===== src/rtl/trig_busy_ctrl.sv =====
// trig_busy_ctrl: trigger accept / busy generation with deadtime, outstanding-event
// throttle (hysteresis) and saturating status counters, all on distDivClk.
// Ports:
//   in : distDivClk, distDivClkRstL (sync, active low), enable, trigger, spill,
//        readoutDone, clearCounters
//   out: busy, triggerAccept, outstanding[OUT_W], trigAcceptCnt[32],
//        trigVetoCnt[32], spillCnt[16], underflowErr
module trig_busy_ctrl #(
  parameter int OUT_W    = 4,
  parameter int HIGH_WM  = 6,
  parameter int LOW_WM   = 3,
  parameter int DEADTIME = 4
) (
  input  logic             distDivClk,
  input  logic             distDivClkRstL,
  input  logic             enable,
  input  logic             trigger,
  input  logic             spill,
  input  logic             readoutDone,
  input  logic             clearCounters,
  output logic             busy,
  output logic             triggerAccept,
  output logic [OUT_W-1:0] outstanding,
  output logic [31:0]      trigAcceptCnt,
  output logic [31:0]      trigVetoCnt,
  output logic [15:0]      spillCnt,
  output logic             underflowErr
);

  localparam int DT_W = (DEADTIME > 1) ? $clog2(DEADTIME) : 1;
  localparam logic [OUT_W-1:0] HIGH = OUT_W'(HIGH_WM);
  localparam logic [OUT_W-1:0] LOW  = OUT_W'(LOW_WM);
  localparam logic [DT_W-1:0]  DT_LOAD = DT_W'(DEADTIME - 1);

  typedef enum logic [1:0] {
    IDLE,
    ARMED,
    DEAD,
    THROTTLED
  } state_t;

  state_t          state;
  state_t          state_nxt;
  logic [DT_W-1:0] dcnt;
  logic [DT_W-1:0] dcnt_nxt;
  logic            trig_q;
  logic            spill_q;
  logic            trig_edge;
  logic            spill_rise;
  logic            accept;
  logic            veto;
  logic            out_high;
  logic            out_low;
  logic            out_zero;

  assign trig_edge  = trigger & ~trig_q;
  assign spill_rise = spill & ~spill_q;
  assign accept     = enable & trig_edge & (state == ARMED);
  assign veto       = enable & trig_edge & (state != ARMED);
  assign out_high   = outstanding >= HIGH;
  assign out_low    = outstanding <= LOW;
  assign out_zero   = outstanding == '0;

  always_comb begin
    state_nxt = state;
    dcnt_nxt  = dcnt;
    if (!enable) begin
      state_nxt = IDLE;
    end else begin
      unique case (state)
        IDLE: begin
          if (spill) state_nxt = ARMED;
        end
        ARMED: begin
          if (trig_edge) begin
            state_nxt = DEAD;
            dcnt_nxt  = DT_LOAD;
          end else if (!spill) begin
            state_nxt = IDLE;
          end
        end
        DEAD: begin
          if (dcnt != '0) dcnt_nxt = dcnt - DT_W'(1);
          else if (out_high) state_nxt = THROTTLED;
          else if (spill) state_nxt = ARMED;
          else state_nxt = IDLE;
        end
        THROTTLED: begin
          if (out_low) state_nxt = spill ? ARMED : IDLE;
        end
        default: state_nxt = IDLE;
      endcase
    end
  end

  // busy is registered from the next state so it moves with the state register
  always_ff @(posedge distDivClk) begin
    if (!distDivClkRstL) begin
      state         <= IDLE;
      dcnt          <= '0;
      busy          <= 1'b1;
      triggerAccept <= 1'b0;
      trig_q        <= 1'b0;
      spill_q       <= 1'b0;
    end else begin
      state         <= state_nxt;
      dcnt          <= dcnt_nxt;
      busy          <= (state_nxt != ARMED);
      triggerAccept <= accept;
      trig_q        <= trigger;
      spill_q       <= spill;
    end
  end

  // an accept and a readout in the same cycle cancel; the drained event
  // is the one just accepted, so no underflow is flagged then
  always_ff @(posedge distDivClk) begin
    if (!distDivClkRstL) begin
      outstanding  <= '0;
      underflowErr <= 1'b0;
    end else begin
      if (accept && !readoutDone)
        outstanding <= outstanding + OUT_W'(1);
      else if (readoutDone && !accept && !out_zero)
        outstanding <= outstanding - OUT_W'(1);
      if (clearCounters)
        underflowErr <= 1'b0;
      else if (readoutDone && !accept && out_zero)
        underflowErr <= 1'b1;
    end
  end

  always_ff @(posedge distDivClk) begin
    if (!distDivClkRstL) begin
      trigAcceptCnt <= '0;
      trigVetoCnt   <= '0;
      spillCnt      <= '0;
    end else if (clearCounters) begin
      trigAcceptCnt <= '0;
      trigVetoCnt   <= '0;
      spillCnt      <= '0;
    end else begin
      if (accept && trigAcceptCnt != '1)
        trigAcceptCnt <= trigAcceptCnt + 32'd1;
      if (veto && trigVetoCnt != '1)
        trigVetoCnt <= trigVetoCnt + 32'd1;
      if (enable && spill_rise && spillCnt != '1)
        spillCnt <= spillCnt + 16'd1;
    end
  end

endmodule

===== config.mk =====
export PLATFORM = sky130hd
export DESIGN_NAME = trig_busy_ctrl
export DESIGN_NICKNAME = d
export VERILOG_FILES = /design/src/rtl/trig_busy_ctrl.sv
export SDC_FILE = /design/constraint.sdc
export NUM_CORES = 1
export LEC_CHECK = 0
export ABC_AREA = 1
export CAP_MARGIN = 20
export CORE_MARGIN = 4
export CORE_UTILIZATION = 49
export CTS_CLUSTER_SIZE = 24
export DETAILED_ROUTE_END_ITERATION = 10
export GPL_TIMING_DRIVEN = 0
export PLACE_DENSITY = 0.82
export SYNTH_ARGS = -nofsm -noshare
export SYNTH_HDL_FRONTEND = slang
export SYNTH_SLANG_ARGS = --single-unit

===== constraint.sdc =====
create_clock -name distDivClk -period 2.11 [get_ports distDivClk]
set_clock_uncertainty 0.1 [all_clocks]
set_input_delay 0.211 -clock distDivClk [delete_from_list [all_inputs] [get_ports distDivClk]]
set_output_delay 0.211 -clock distDivClk [all_outputs]
set_load 0.01 [all_outputs]

==> reports/qor.txt <==
post-placement cell area = 6890 µm²
hold buffer count at CTS = 0
Critical Path RT = 2250 ps
GRT met1 Usage = 0.311
largest net degree at the start of global routing = 15
Peak supply drop = 0.661 mV
dpl ws = -597 ps
Post-synth seq share = 0.322
Synth area leader = dfxtp_1
routed via count = 5962
fin nets = 1039
yosys synthesis chip area = 5790 µm²
logic area = 3500 µm²
period utilization = 0.940
LEAKAGE = 2.57 nW
Comb power = 0.000466 W
WL/cell = 13.1 µm
Sw Share = 0.256
status = complete, no violations
CP max FO = 4
post-synthesis cell type count = 32
die height = 117 µm
main logic family after synthesis = simple AND/OR/NAND/NOR gates
FP Util = 0.503
Reg power frac = 0.474
Synth area leaders = dfxtp_1 32%, nand2_1 22%, nor2_1 9.3%
Remaining DRCs = 0
Setup Crit Path Kind = primary input to flop
Fill cells = 1089
post-cts gate resize count = 4
CTS max path bufs = 2
#FFs+latches synth = 93
routability cong. = 0.982
# IOs = 94
Floorplan Nets = 934
==> critical path, stage by stage <==
cell and delay, ps:
clkdlybuf4s50_1 470, inv_1 50, nor2_2 150, nand2_2 110, nor2_4 130, nand2_4 80
ha_4 290, nand3_1 70, and2_1 180, nand3b_1 170, a21oi_1 170, nor2_1 60
==> layout make-up <==
cell class	count	share of cell area
Sequential cell	93	0.258
Buffer	19	0.0206
Clock buffer	10	0.0317
Clock inverter	5	0.00727
Timing Repair Buffer	94	0.129
Inverter	84	0.0443
Tap cell	143	0.0247
Multi-Input combinational cell	724	0.484
==> registers in the layout, indices dropped and copies added (netlist names) <==
name,cells
busy,1
dcnt,2
outstanding,4
spillCnt,16
spill_q,1
state,2
trigAcceptCnt,32
trigVetoCnt,32
trig_q,1
triggerAccept,1
underflowErr,1
==> cells in the final DEF (no fill, tap or decap), types with 2 or more instances in the layout <==
| cell type | count |
|---|---|
| nand2_2 | 15 |
| buf_4 | 5 |
| nor3_1 | 13 |
| nor2_8 | 2 |
| ha_1 | 2 |
| nand3b_1 | 3 |
| nor2_4 | 5 |
| a21oi_2 | 16 |
| inv_1 | 81 |
| o21ai_0 | 16 |
| clkbuf_1 | 7 |
| nand4_1 | 14 |
| buf_6 | 7 |
| nand2_8 | 2 |
| dfxtp_1 | 89 |
| clkdlybuf4s50_1 | 92 |
| xor2_1 | 24 |
| a21oi_1 | 50 |
| inv_4 | 2 |
| nor2_2 | 9 |
| xnor2_1 | 13 |
| buf_2 | 2 |
| dfxtp_2 | 4 |
| nand3_1 | 47 |
| nand2_1 | 337 |
| ha_2 | 3 |
| clkbuf_16 | 9 |
| clkinv_2 | 3 |
| nor2_1 | 142 |
| nand2_4 | 5 |
registers.png
Other sequential cells in the stronger gray, the rest of the logic in the fainter gray.
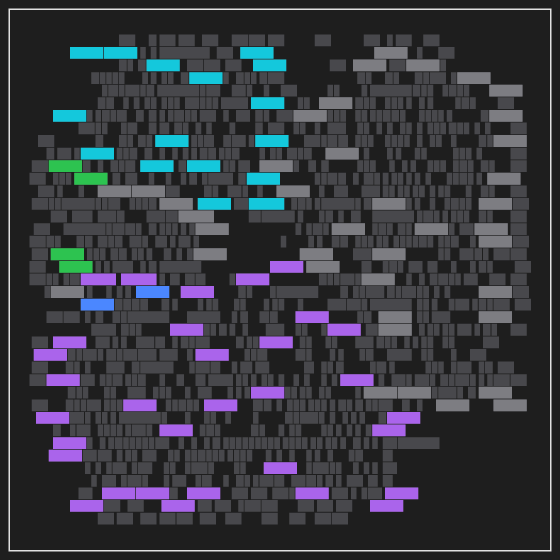
green -> outstanding  # placed flops 4
purple -> trigVetoCnt  # placed flops 32
cyan -> spillCnt  # placed flops 16
blue -> dcnt  # placed flops 2
not colored = 39

final_clocks.png
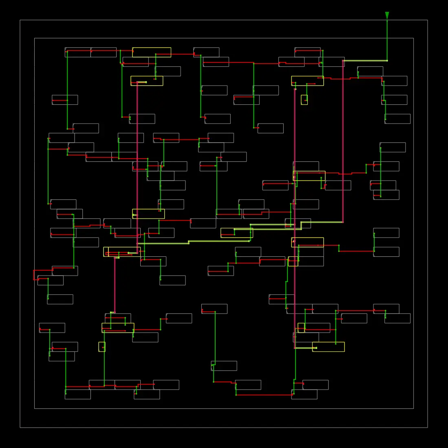
clock buffers: 10
clock sinks: 93
Num CTS Buffers: 9
Seq cells: 93

Power figures rest on the tool's default switching activity, not on a simulated workload.
